--- src/rtl/dfr_pkg.sv ---
// Shared definitions for the DFR memory arbiter.
//   REQ_*       : requester index assignments on the shared BRAM
//   arb_state_e : arbiter state (free arbitration vs. locked burst)
package dfr_pkg;

  localparam int unsigned REQ_HOST  = 0;
  localparam int unsigned REQ_HIST  = 1;
  localparam int unsigned REQ_MMULT = 2;

  typedef enum logic {
    ARB_IDLE   = 1'b0,
    ARB_LOCKED = 1'b1
  } arb_state_e;

endpackage

--- src/rtl/rr_priority_select.sv ---
// Combinational round-robin priority select.
//   req   : request vector to arbitrate
//   ptr   : highest-priority index; scan goes upward and wraps to 0
//   gnt   : one-hot grant, zero when req is zero
//   idx   : binary index of the granted bit (0 when nothing granted)
//   valid : a grant was found
module rr_priority_select #(
  parameter int unsigned N  = 3,
  parameter int unsigned PW = 2
) (
  input  logic [N-1:0]  req,
  input  logic [PW-1:0] ptr,
  output logic [N-1:0]  gnt,
  output logic [PW-1:0] idx,
  output logic          valid
);

  // First set bit at or after ptr, modulo N.
  always_comb begin
    int unsigned j;
    logic [PW-1:0] j_idx;
    gnt   = '0;
    idx   = '0;
    valid = 1'b0;
    j     = 0;
    j_idx = '0;
    for (int unsigned k = 0; k < N; k++) begin
      j = 32'(ptr) + k;
      if (j >= N) begin
        j = j - N;
      end
      j_idx = PW'(j);
      if (!valid && req[j_idx]) begin
        valid      = 1'b1;
        gnt[j_idx] = 1'b1;
        idx        = j_idx;
      end
    end
  end

endmodule

--- src/rtl/dfr_mem_arbiter.sv ---
// Round-robin arbiter sharing one single-port, 1-cycle-latency BRAM among
// NUM_REQ requesters, with locked bursts and host masking.
//   clk, rst     : clock, asynchronous active-high reset
//   host_block   : masks req[0] while high
//   req/lock/we  : per-requester request, burst lock, write enable
//   addr/wdata   : flat per-requester buses, slice i = requester i
//   gnt          : one-hot zero-cycle grant (combinational)
//   rvalid/rdata : read return, one cycle after a granted read
//   mem_*        : BRAM port
module dfr_mem_arbiter
  import dfr_pkg::*;
#(
  parameter int unsigned ADDR_WIDTH = 32,
  parameter int unsigned DATA_WIDTH = 32,
  parameter int unsigned NUM_REQ    = 3
) (
  input  logic                            clk,
  input  logic                            rst,
  input  logic                            host_block,
  input  logic [NUM_REQ-1:0]              req,
  input  logic [NUM_REQ-1:0]              lock,
  input  logic [NUM_REQ-1:0]              we,
  input  logic [NUM_REQ*ADDR_WIDTH-1:0]   addr,
  input  logic [NUM_REQ*DATA_WIDTH-1:0]   wdata,
  output logic [NUM_REQ-1:0]              gnt,
  output logic [NUM_REQ-1:0]              rvalid,
  output logic [DATA_WIDTH-1:0]           rdata,
  output logic                            mem_en,
  output logic                            mem_we,
  output logic [ADDR_WIDTH-1:0]           mem_addr,
  output logic [DATA_WIDTH-1:0]           mem_wdata,
  input  logic [DATA_WIDTH-1:0]           mem_rdata
);

  localparam int unsigned PW = $clog2(NUM_REQ);
  localparam logic [NUM_REQ-1:0] HOST_MASK = NUM_REQ'(1) << REQ_HOST;
  localparam logic [PW-1:0] LAST_IDX = PW'(NUM_REQ - 1);

  arb_state_e         state_q, state_d;
  logic [PW-1:0]      rr_ptr_q, rr_ptr_d;
  logic [PW-1:0]      owner_q, owner_d;
  logic [NUM_REQ-1:0] rd_pend_q, rd_pend_d;

  logic [NUM_REQ-1:0] eff_req;
  logic [NUM_REQ-1:0] sel_gnt;
  logic [PW-1:0]      sel_idx;
  logic               sel_valid;
  logic [PW-1:0]      gidx;

  logic [ADDR_WIDTH-1:0] addr_a  [NUM_REQ];
  logic [DATA_WIDTH-1:0] wdata_a [NUM_REQ];

  // Host request is hidden while the core is busy.
  assign eff_req = req & ~({NUM_REQ{host_block}} & HOST_MASK);

  // Unpack the flat per-requester buses.
  always_comb begin
    for (int unsigned i = 0; i < NUM_REQ; i++) begin
      addr_a[i]  = addr[i*ADDR_WIDTH +: ADDR_WIDTH];
      wdata_a[i] = wdata[i*DATA_WIDTH +: DATA_WIDTH];
    end
  end

  rr_priority_select #(
    .N  (NUM_REQ),
    .PW (PW)
  ) u_sel (
    .req   (eff_req),
    .ptr   (rr_ptr_q),
    .gnt   (sel_gnt),
    .idx   (sel_idx),
    .valid (sel_valid)
  );

  // Next-state and grant logic.
  always_comb begin
    state_d  = state_q;
    rr_ptr_d = rr_ptr_q;
    owner_d  = owner_q;
    gnt      = '0;
    gidx     = '0;
    case (state_q)
      ARB_IDLE: begin
        if (sel_valid) begin
          gnt      = sel_gnt;
          gidx     = sel_idx;
          rr_ptr_d = (sel_idx == LAST_IDX) ? '0 : sel_idx + PW'(1);
          if (lock[sel_idx]) begin
            owner_d = sel_idx;
            state_d = ARB_LOCKED;
          end
        end
      end
      ARB_LOCKED: begin
        // Owner keeps the memory; others wait. Release on the last beat
        // or as soon as the owner stops (or is masked from) requesting.
        if (eff_req[owner_q]) begin
          gnt[owner_q] = 1'b1;
          gidx         = owner_q;
          if (!lock[owner_q]) begin
            state_d = ARB_IDLE;
          end
        end else begin
          state_d = ARB_IDLE;
        end
      end
      default: state_d = ARB_IDLE;
    endcase
    // No beat may issue while reset is held.
    if (rst) begin
      gnt  = '0;
      gidx = '0;
    end
  end

  // BRAM port mux; index 0 is selected when idle.
  assign mem_en    = |gnt;
  assign mem_we    = mem_en & we[gidx];
  assign mem_addr  = addr_a[gidx];
  assign mem_wdata = wdata_a[gidx];

  // Reads return one cycle later, aligned with mem_rdata.
  assign rd_pend_d = gnt & ~{NUM_REQ{mem_we}};
  assign rvalid    = rd_pend_q;
  assign rdata     = mem_rdata;

  always_ff @(posedge clk or posedge rst) begin
    if (rst) begin
      state_q   <= ARB_IDLE;
      rr_ptr_q  <= '0;
      owner_q   <= '0;
      rd_pend_q <= '0;
    end else begin
      state_q   <= state_d;
      rr_ptr_q  <= rr_ptr_d;
      owner_q   <= owner_d;
      rd_pend_q <= rd_pend_d;
    end
  end

endmodule

--- config.mk ---
export PLATFORM = sky130hd
export DESIGN_NAME = dfr_mem_arbiter
export DESIGN_NICKNAME = d
export VERILOG_FILES = /design/src/rtl/dfr_pkg.sv /design/src/rtl/rr_priority_select.sv /design/src/rtl/dfr_mem_arbiter.sv
export SDC_FILE = /design/constraint.sdc
export NUM_CORES = 1
export LEC_CHECK = 0
export CORE_AREA = 2 2 131 133
export CTS_BUF_LIST = sky130_fd_sc_hd__clkbuf_8
export CTS_CLUSTER_SIZE = 40
export DETAILED_ROUTE_END_ITERATION = 10
export DIE_AREA = 0 0 133 135
export PLACE_DENSITY = 0.63
export SLEW_MARGIN = 10
export SYNTH_ARGS = -nofsm -noshare
export SYNTH_HDL_FRONTEND = slang
export SYNTH_SLANG_ARGS = --single-unit
--- constraint.sdc ---
create_clock -name clk -period 2.85 [get_ports clk]
set_clock_uncertainty 0.2 [all_clocks]
set_input_delay 0.285 -clock clk [delete_from_list [all_inputs] [get_ports clk]]
set_output_delay 0.285 -clock clk [all_outputs]
set_load 0.01 [all_outputs]
==> run_1/m1.png <==
Scale: 4 px per um. Supply wires on this layer in gray.
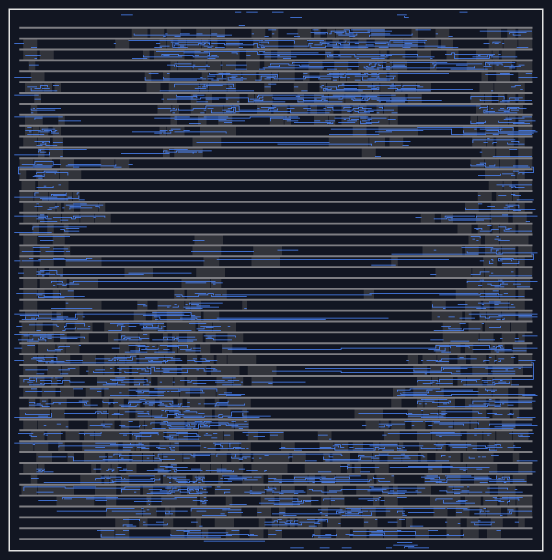
The longest straight run is 58.0 um. The wires run mostly horizontal.

==> run_1/m2.png <==
Scale: 4 px per um.
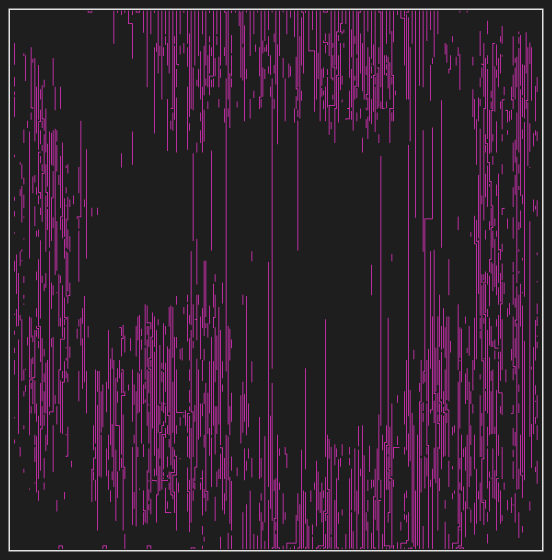
The layer carries 9530 um of wire. The layer holds 53% of the routed length. The wires run mostly vertical. The longest straight run is 73.1 um.

==> run_1/m3.png <==
Scale: 4 px per um.
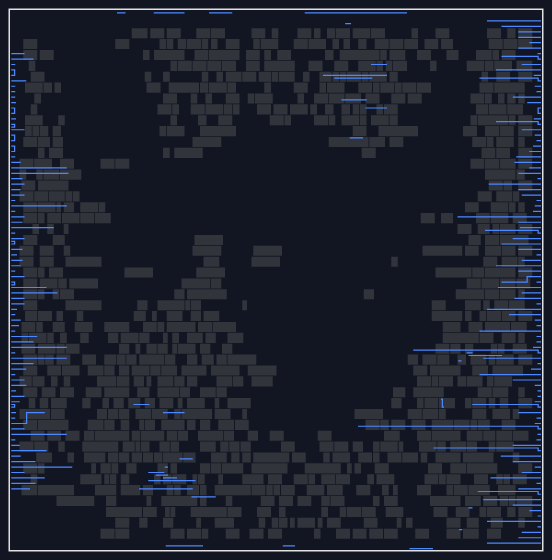
The longest straight run is 44.9 um. The wires run mostly horizontal. The layer carries 1100 um of wire.
grt met3 use: 0.03116
vias: 4689
Post-Route WL: 17910 um

==> impl_metrics.ini, run 1 <==
; synthesis and place-and-route metrics
[run_status]
status = finished, violations left
violations = setup timing

[finish]
nonClkBufAreaFrac = 0.5036
nClkBuffers = 3
fin_util = 0.4572
drive_above_1_share = 0.4993
comb_area_frac = 0.4234
num_antenna_cells = 0
lay_top_cells = clkdlybuf4s50_1, buf_2, buf_4

[critical_path]
r2r_cells = 10
cp_slowest_cell = or3b_4
arrival_ns = 2.87
startpoint_type = register
path_class = register to output port

[pwr]
clockPowerShare = 0.022
seqPwrFrac = 0.032
pg_seq_mw = 0.204

[job]
warnings = 31

[route]
dr_wl_met2_um = 9534
drt_iter0_drc = 195

[logic_synthesis]
yosysMostFrequentCell = o21ai_0
yosys.stat.seqShare = 0.07326
common_cells = o21ai_0, nand3_1, nor2_1
async_reset_ff_frac = 1.000
syn_inst = 444
flop_cell = dfrtp_1
logic_family = AND-OR/OR-AND gates

[sta]
slew_headroom = 0.5602
setup_viol = 68
worst_slack_ns = -0.5052

[grt]
grt_busiest_layer = met2
grt_pass1_vias = 4837

[clock_tree]
holdBufCountCts = 1

[floorplanning]
die_h_um = 135
==> inputs of run 2 (changes only) <==
--- a/config.mk
+++ b/config.mk
@@ -11,6 +11,7 @@
 export DETAILED_ROUTE_END_ITERATION = 10
 export DIE_AREA = 0 0 133 135
 export PLACE_DENSITY = 0.63
+export SETUP_SLACK_MARGIN = 0.15
 export SLEW_MARGIN = 10
 export SYNTH_ARGS = -nofsm -noshare
 export SYNTH_HDL_FRONTEND = slang
==> run_2/m2.png <==
Scale: 4 px per um.
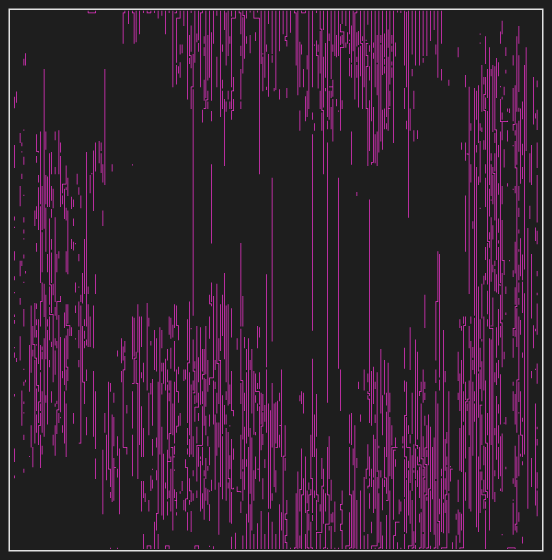
The longest straight run is 89.9 um. 840 nets have wire on it.
vias: 4705
Post-Route WL: 17450 um
M2 GR Usage: 0.3115

==> impl_metrics.ini, run 2 <==
; synthesis and place-and-route metrics
[route]
dr_wl_met2_um = 9247
drt_iter0_drc = 254

[finish]
nClkBuffers = 3
fin_util = 0.4579
comb_area_frac = 0.3950
num_antenna_cells = 0
drive_above_1_share = 0.4663
nonClkBufAreaFrac = 0.5321
lay_top_cells = clkdlybuf4s50_1, buf_4, buf_2

[critical_path]
cp_slowest_cell = dfrtp_1
arrival_ns = 2.90
r2r_cells = 15
path_class = register to output port
startpoint_type = register

[grt]
met3_usage = 0.03941
grt_busiest_layer = met2
grt_pass1_vias = 4488

[logic_synthesis]
flop_cell = dfrtp_1
logic_family = AND-OR/OR-AND gates
syn_inst = 444
yosysMostFrequentCell = o21ai_0
yosys.stat.seqShare = 0.07326

[run_status]
status = finished, violations left
violations = setup timing

[sta]
worst_slack_ns = -0.5305
setup_viol = 72
slew_headroom = 0.4652

[pwr]
seqPwrFrac = 0.031

[job]
warnings = 33

[floorplanning]
die_h_um = 135
